Design hamiltonian_scheduler, sky130hd; sources not shown.
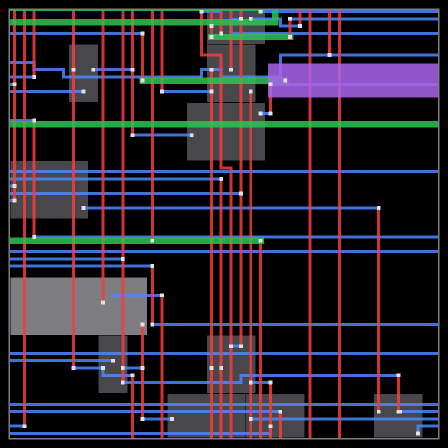
*Close-up of the layout*
Window x 374 to 394, y 376 to 396 µm. Cells in gray, sequential cells in the stronger gray; small squares are vias.
Key: purple = M5; blue = M1; green = M3; red = M2
Most frequent: clkdlybuf4s50_1 (3), nand2_1 (2), or3_1 (2). Sequential cells in the window: 1. 11 logic cells have their middle in the window.

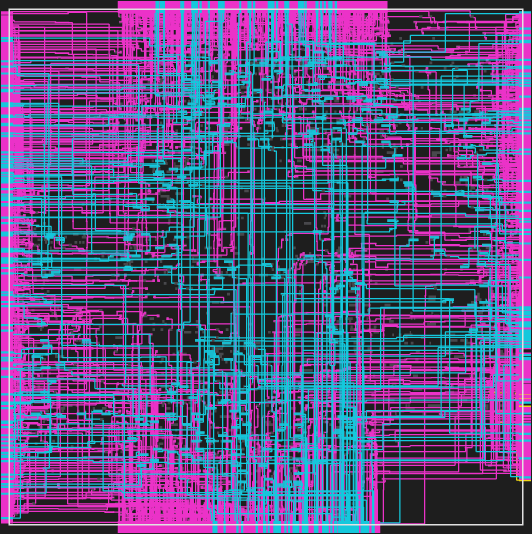
*I/O nets highlighted*
(1 px per µm)
Key: cyan = gen_structure [direction output, end cells 256, buffers 256, wire 58.3 mm]; magenta = structure_in [direction input, end cells 1024, buffers 1024, wire 121 mm]; yellow = ack [direction output, end cells 4, buffers 4, wire 126 µm]
port bufs: 1296
# IOs: 1297

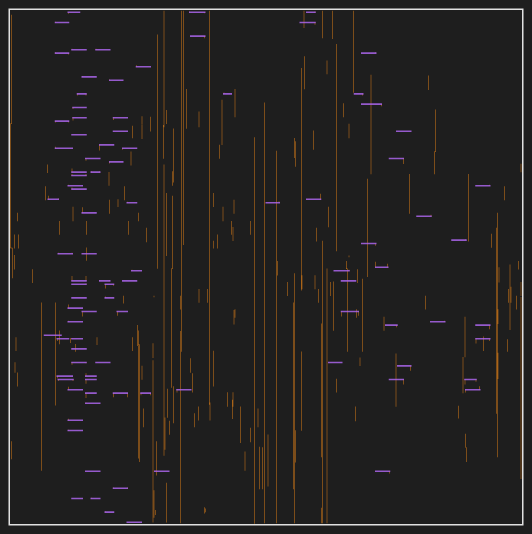
*Signal wires by layer*
(1 px per µm) Only two layers are drawn.
Key: orange = M4 [wire length 9670 µm]; purple = M5 [wire length 1240 µm]
Total GRT Usage: 0.250
vias: 31600
per-cell routed wire length: 45.5 µm
total wire length: 341 mm

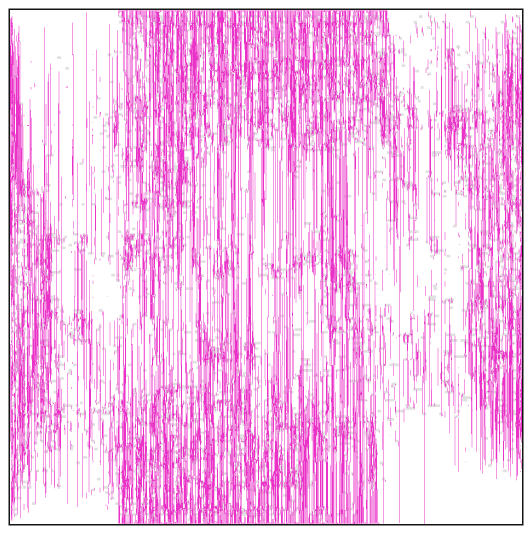
*The metal 2 layer*
(1 px per µm)
The wires run mostly vertical. The layer holds 46% of the routed length. The longest straight run is 381 µm. The layer carries 157 mm of wire.
GR Util met2: 0.412

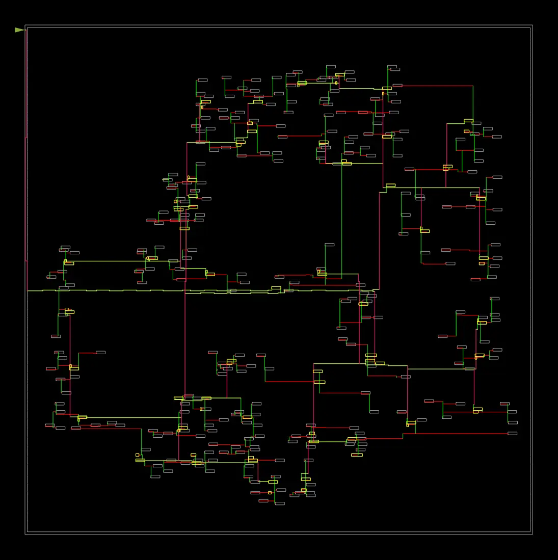
*Clock routing*
clk sink count: 277
CTS buffer count: 48
Clock net power: 2.76 mW

==> qor.yml <==
dp.cells: 7333
ys_area_um2: 21300
row_count: 187
synth.avg_cell_area_um2: 7.94
fin_util: 0.162
period_used_share: 0.986
cts_tree: "built"
post-cts-setup-buffers: 0
regArea_um2: 6930
grt_pass1_wl_mm: 416
drive_gt1_frac: 0.102
crit_path_cell_trace: "nand2b_1 > a21o_4 > and2_2 > inv_8 > buf_12 > buf_4 > a211oi_1 > o22ai_1 > nor4_2 > nand4_1 > buf_4 > or4_4 > buf_4 > nor2_2 > nor4b_2 > buf_12 > buf_12 > o22ai_1"
power.leakage_nw: 16.2
ys_async_sr_fraction: 1.00
min_delay_path_depth: 1
cp-end-kind: "register"
n_antenna_cell: 81
dieArea_um2: 263000
viasPerCell: 4.21
rsz0062_at_grt: "false"
n_tap_cell: 3402
period_needed_ns: 6.51
p_per_area_nw_per_um2: 474
fp.coreArea_um2: 258000
synthDistinctLibCells: 47
fp_util: 0.0825
yosys_warnings: 0
reg2regPathDepth: 18
r2r_setup_slack_ns: 0.09
fin_setup_tns_ns: 0
edf_count: 0
ys_seq_frac: 0.326
first_global_vias: 31900
dpl_cell_area_um2: 40000
path_max_fanout: 40
synthFlopType: "dfrtp_1"
drc: 0
netlist_area_um2: 21300
setup_viol: 0
htreeDepth: 2
cts.reportedPaths.clkPinSlew_ns: 0.06
instances_no_fill: 7501
status: "finished, final reports clean"
fin_ws_ns: 0.0939
antenna_found_initial: 320
grt_overflow: 0
warning_count: 53
sh_seq_area: 0.166
slowest_stage: "a211oi_1"
==> worst max-delay path, delay by kind of cell, from the launching register on <==
family | cells | cell delay [ns]
AND/OR/NAND/NOR | 7 | 2.03
buffers and inverters | 7 | 1.49
AND-OR/OR-AND | 4 | 2.12
flip-flops | 1 | 0.45
==> cells in the mapped netlist (2+ instances only) <==
master,count,area (µm²)
a211o_1,2,17.5
a211oi_1,512,3840
a21oi_1,8,40.0
a22o_1,2,17.5
and3_1,517,3230
buf_1,6,22.5
buf_2,64,320
clkbuf_1,270,1010
dfrtp_1,277,6930
ha_1,10,125
inv_1,8,30.0
inv_2,3,11.3
mux2_1,4,45.0
mux2_2,4,45.0
nand2_1,264,991
nand2b_1,6,37.5
nand4_1,8,50.1
nor2_1,11,41.3
nor4_1,32,200
o21ai_0,4,20.0
o21ai_1,2,10.0
o22ai_1,385,2410
or3_1,257,1610
or4_4,2,22.5
==> metal layers <==
layer	GRT usage	vias to the layer above	wire length (µm)
li1	-	13200	-
met1	0.289	15700	134000
met2	0.412	1892	157000
met3	0.121	551	39200
met4	0.0585	194	9670
met5	0	-	1240
==> cells by family (layout without fill, tap and decap cells) <==
family / after synthesis / after routing / share of synthesized area
buffers and inverters: 352 / 1689 / 0.0662
DFF: 277 / 277 / 0.326
and+or+nand+nor: 1107 / 1107 / 0.294
muxes: 8 / 8 / 0.00423
other: 0 / 81 / 0
AOI/OAI and AO/OA: 927 / 927 / 0.304
adders and majority gates: 10 / 10 / 0.00588
==> repair_timing <==
item | in CTS | in global routing
hold buffers | 1 | 0
setup endpoints to repair | 264 | 5
endpoints found under the hold margin | 18 | 0
gates resized | 3 | 1
==> report_power, final <==
group | switching (mW) | internal, mW
registers | 0.541 | 2.42
clock network | 1.16 | 1.60
logic | 9.35 | 4.76
No activity file was given, so power comes from the tool's default toggle rates.
